===== src/rtl/expedidor_pkg.sv =====
// Shared definitions for the dozen dispatcher: FSM state encoding and widths.
package expedidor_pkg;

  typedef enum logic [1:0] {
    IDLE  = 2'd0,
    PULSE = 2'd1,
    GAP   = 2'd2,
    FIN   = 2'd3
  } estado_t;

  localparam int W_DUZIAS = 4;
  localparam int W_SUB    = 3;
  localparam int W_GAP    = 4;

endpackage


===== src/rtl/expedidor_duzias_temporizador.sv =====
// Loadable down-counter that times the idle gap between release pulses.
// After a load, o_fim is high for exactly one cycle, INTERVALO cycles later.
module temporizador_intervalo
  import expedidor_pkg::*;
#(
  parameter int INTERVALO = 2
) (
  input  logic clk,
  input  logic reset,
  input  logic i_carga,
  input  logic i_limpa,
  output logic o_fim
);

  localparam logic [W_GAP-1:0] CARGA = W_GAP'(INTERVALO - 1);

  logic [W_GAP-1:0] r_cont;
  logic             r_ativo;

  // Count down from INTERVALO-1 once loaded; disarm after reaching zero.
  always_ff @(posedge clk or posedge reset) begin
    if (reset) begin
      r_cont  <= '0;
      r_ativo <= 1'b0;
    end else if (i_limpa) begin
      r_cont  <= '0;
      r_ativo <= 1'b0;
    end else if (i_carga) begin
      r_cont  <= CARGA;
      r_ativo <= 1'b1;
    end else if (r_ativo) begin
      if (r_cont == '0) r_ativo <= 1'b0;
      else              r_cont  <= r_cont - 1'b1;
    end
  end

  assign o_fim = r_ativo && (r_cont == '0);

endmodule


===== src/rtl/expedidor_duzias.sv =====
// Dozen dispatcher: turns a requested number of dozens into a spaced train of
// bottle-release pulses, counting the remaining dozens down to zero.
module expedidor_duzias
  import expedidor_pkg::*;
#(
  parameter int MAX_DUZIAS       = 9,
  parameter int PULSOS_POR_DUZIA = 6,
  parameter int INTERVALO        = 2
) (
  input  logic                clk,
  input  logic                reset,
  input  logic                start,
  input  logic [W_DUZIAS-1:0] qtd_duzias,
  input  logic                abort,
  output logic                pulso,
  output logic [W_DUZIAS-1:0] restante,
  output logic                busy,
  output logic                done,
  output logic                erro
);

  localparam logic [W_SUB-1:0]    SUB_ULT = W_SUB'(PULSOS_POR_DUZIA - 1);
  localparam logic [W_DUZIAS-1:0] MAX_Q   = W_DUZIAS'(MAX_DUZIAS);

  estado_t             r_estado;
  logic [W_SUB-1:0]    r_sub;
  logic [W_DUZIAS-1:0] r_restante;
  logic                r_pulso;
  logic                r_busy;
  logic                r_done;
  logic                r_erro;

  logic w_ult_pulso;
  logic w_ult_duzia;
  logic w_em_curso;
  logic w_carga;
  logic w_limpa;
  logic w_gap_fim;

  assign w_ult_pulso = (r_sub == SUB_ULT);
  assign w_ult_duzia = w_ult_pulso && (r_restante == W_DUZIAS'(1));
  assign w_em_curso  = (r_estado == PULSE) || (r_estado == GAP);
  // Arm the gap timer on every pulse that is not the final one of the dispatch.
  assign w_carga     = (r_estado == PULSE) && !abort && !w_ult_duzia;
  assign w_limpa     = w_em_curso && abort;

  temporizador_intervalo #(
    .INTERVALO(INTERVALO)
  ) u_gap (
    .clk    (clk),
    .reset  (reset),
    .i_carga(w_carga),
    .i_limpa(w_limpa),
    .o_fim  (w_gap_fim)
  );

  // Dispatch FSM with the dozen/sub-pulse counters and registered outputs.
  always_ff @(posedge clk or posedge reset) begin
    if (reset) begin
      r_estado   <= IDLE;
      r_sub      <= '0;
      r_restante <= '0;
      r_pulso    <= 1'b0;
      r_busy     <= 1'b0;
      r_done     <= 1'b0;
      r_erro     <= 1'b0;
    end else begin
      r_done <= 1'b0;
      r_erro <= 1'b0;
      case (r_estado)
        IDLE: begin
          if (start) begin
            if (qtd_duzias > MAX_Q) begin
              r_erro <= 1'b1;
            end else if (qtd_duzias == '0) begin
              r_done     <= 1'b1;
              r_restante <= '0;
            end else begin
              r_restante <= qtd_duzias;
              r_sub      <= '0;
              r_estado   <= PULSE;
              r_pulso    <= 1'b1;
              r_busy     <= 1'b1;
            end
          end
        end
        PULSE: begin
          r_pulso <= 1'b0;
          if (abort) begin
            r_estado <= IDLE;
            r_busy   <= 1'b0;
            r_sub    <= '0;
          end else if (w_ult_pulso) begin
            r_sub      <= '0;
            r_restante <= r_restante - 1'b1;
            if (w_ult_duzia) begin
              r_estado <= FIN;
              r_done   <= 1'b1;
              r_busy   <= 1'b0;
            end else begin
              r_estado <= GAP;
            end
          end else begin
            r_sub    <= r_sub + 1'b1;
            r_estado <= GAP;
          end
        end
        GAP: begin
          if (abort) begin
            r_estado <= IDLE;
            r_busy   <= 1'b0;
            r_sub    <= '0;
          end else if (w_gap_fim) begin
            r_estado <= PULSE;
            r_pulso  <= 1'b1;
          end
        end
        FIN: begin
          r_estado <= IDLE;
        end
        default: r_estado <= IDLE;
      endcase
    end
  end

  assign pulso    = r_pulso;
  assign restante = r_restante;
  assign busy     = r_busy;
  assign done     = r_done;
  assign erro     = r_erro;

endmodule


===== config.mk =====
export PLATFORM = sky130hd
export DESIGN_NAME = expedidor_duzias
export DESIGN_NICKNAME = d
export VERILOG_FILES = /design/src/rtl/expedidor_pkg.sv /design/src/rtl/expedidor_duzias_temporizador.sv /design/src/rtl/expedidor_duzias.sv
export SDC_FILE = /design/constraint.sdc
export NUM_CORES = 1
export LEC_CHECK = 0
export ABC_CLOCK_PERIOD_IN_PS = 3100
export CORE_ASPECT_RATIO = 1.5
export CORE_MARGIN = 2
export CORE_UTILIZATION = 30
export CTS_CLUSTER_SIZE = 28
export DETAILED_ROUTE_END_ITERATION = 6
export GPL_TIMING_DRIVEN = 0
export SLEW_MARGIN = 0
export SYNTH_ARGS = -nofsm -noshare
export SYNTH_HDL_FRONTEND = slang
export SYNTH_SLANG_ARGS = --single-unit

===== constraint.sdc =====
create_clock -name clk -period 3.1 [get_ports clk]
set_input_delay 0.31 -clock clk [delete_from_list [all_inputs] [get_ports clk]]
set_output_delay 0.31 -clock clk [all_outputs]
set_load 0.05 [all_outputs]

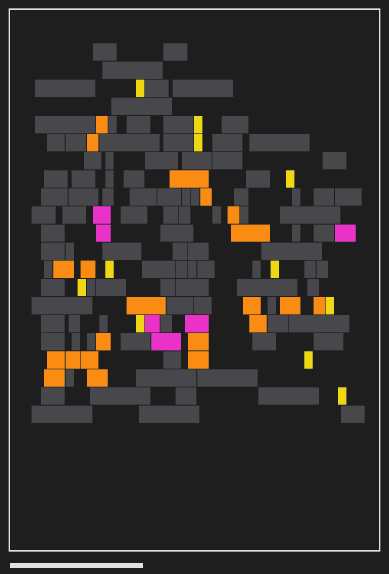
*Logic cells by family*
The bar under the picture is 20 microns long.
orange -> aoi and oai cells  # cells 21
yellow -> inv cells  # cells 11
magenta -> and/or cells  # cells 6

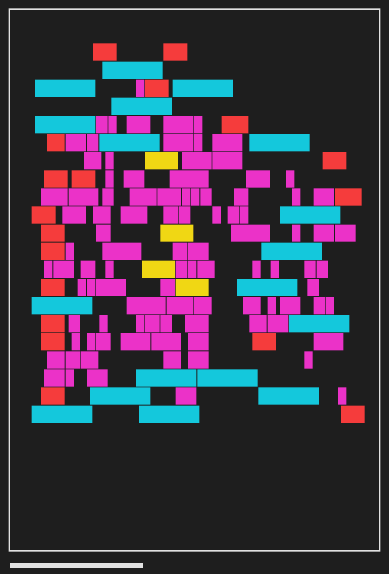
*Cell classes on the final placement*
The bar under the picture is 20 microns long.
cyan -> sequential cells  # cells 18
yellow -> clock drivers and dummy loads  # cells 4
magenta -> combinational and other logic  # cells 98
red -> remaining buffers and delay cells  # cells 18

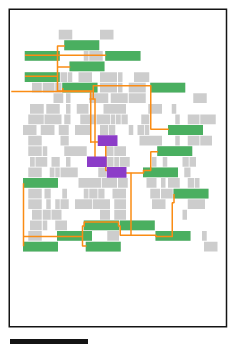
*Routed clock nets over the placement*
The bar under the picture is 20 microns long.
purple -> clock drivers  # count 3
orange -> clock wires  # length 268 microns
green -> flip-flops  # count 18
routed clock nets = 4

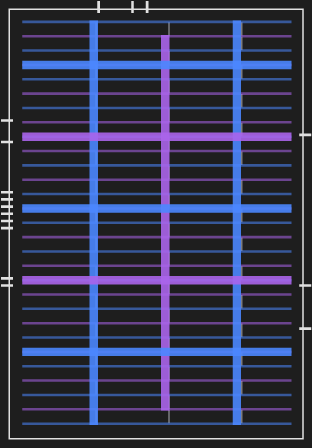
*Supply network*
Pins as bars on the die edge. Tap cells in gray.
purple -> VDD
blue -> VSS
tap cells = 45
met1 rails = 29
met4 straps = 3
rows = 28
Max IR drop VDD: 0.5673 mV
chip height: 81.13 microns

==> reports/summary.txt <==
Outcome: finished, final reports clean
Final hold slack: 0.4693 ns
Worst R2R End: r_sub[0]
Clk tree area frac: 0.03793
Switch share: 0.4575
Logic area: 668.1 sq um
Share of cells above drive strength 1: 0.1304
Multi-In Gates: 87
Register area: 450.4 sq um
Crit path depth: 1
Clock Power: 193 uW
Fin crit share: 0.6141
Comb area leader: simple AND/OR/NAND/NOR gates
P&R area growth vs syn: 21.98%
Sequential power share: 0.276
Fraction of area in multi-input gates: 0.4603
Via count: 964
Length of routed met3 wiring: 77 microns
Crit start category: flip-flop
P_seq: 407 uW
Yosys stat cell total: 119
Ys async rst share: 1.000
Layout Nets: 155
Post-synth EDFFs: 0
Maximum clock rate: 525.3 MHz
Power is estimated from default activity; no workload was simulated.
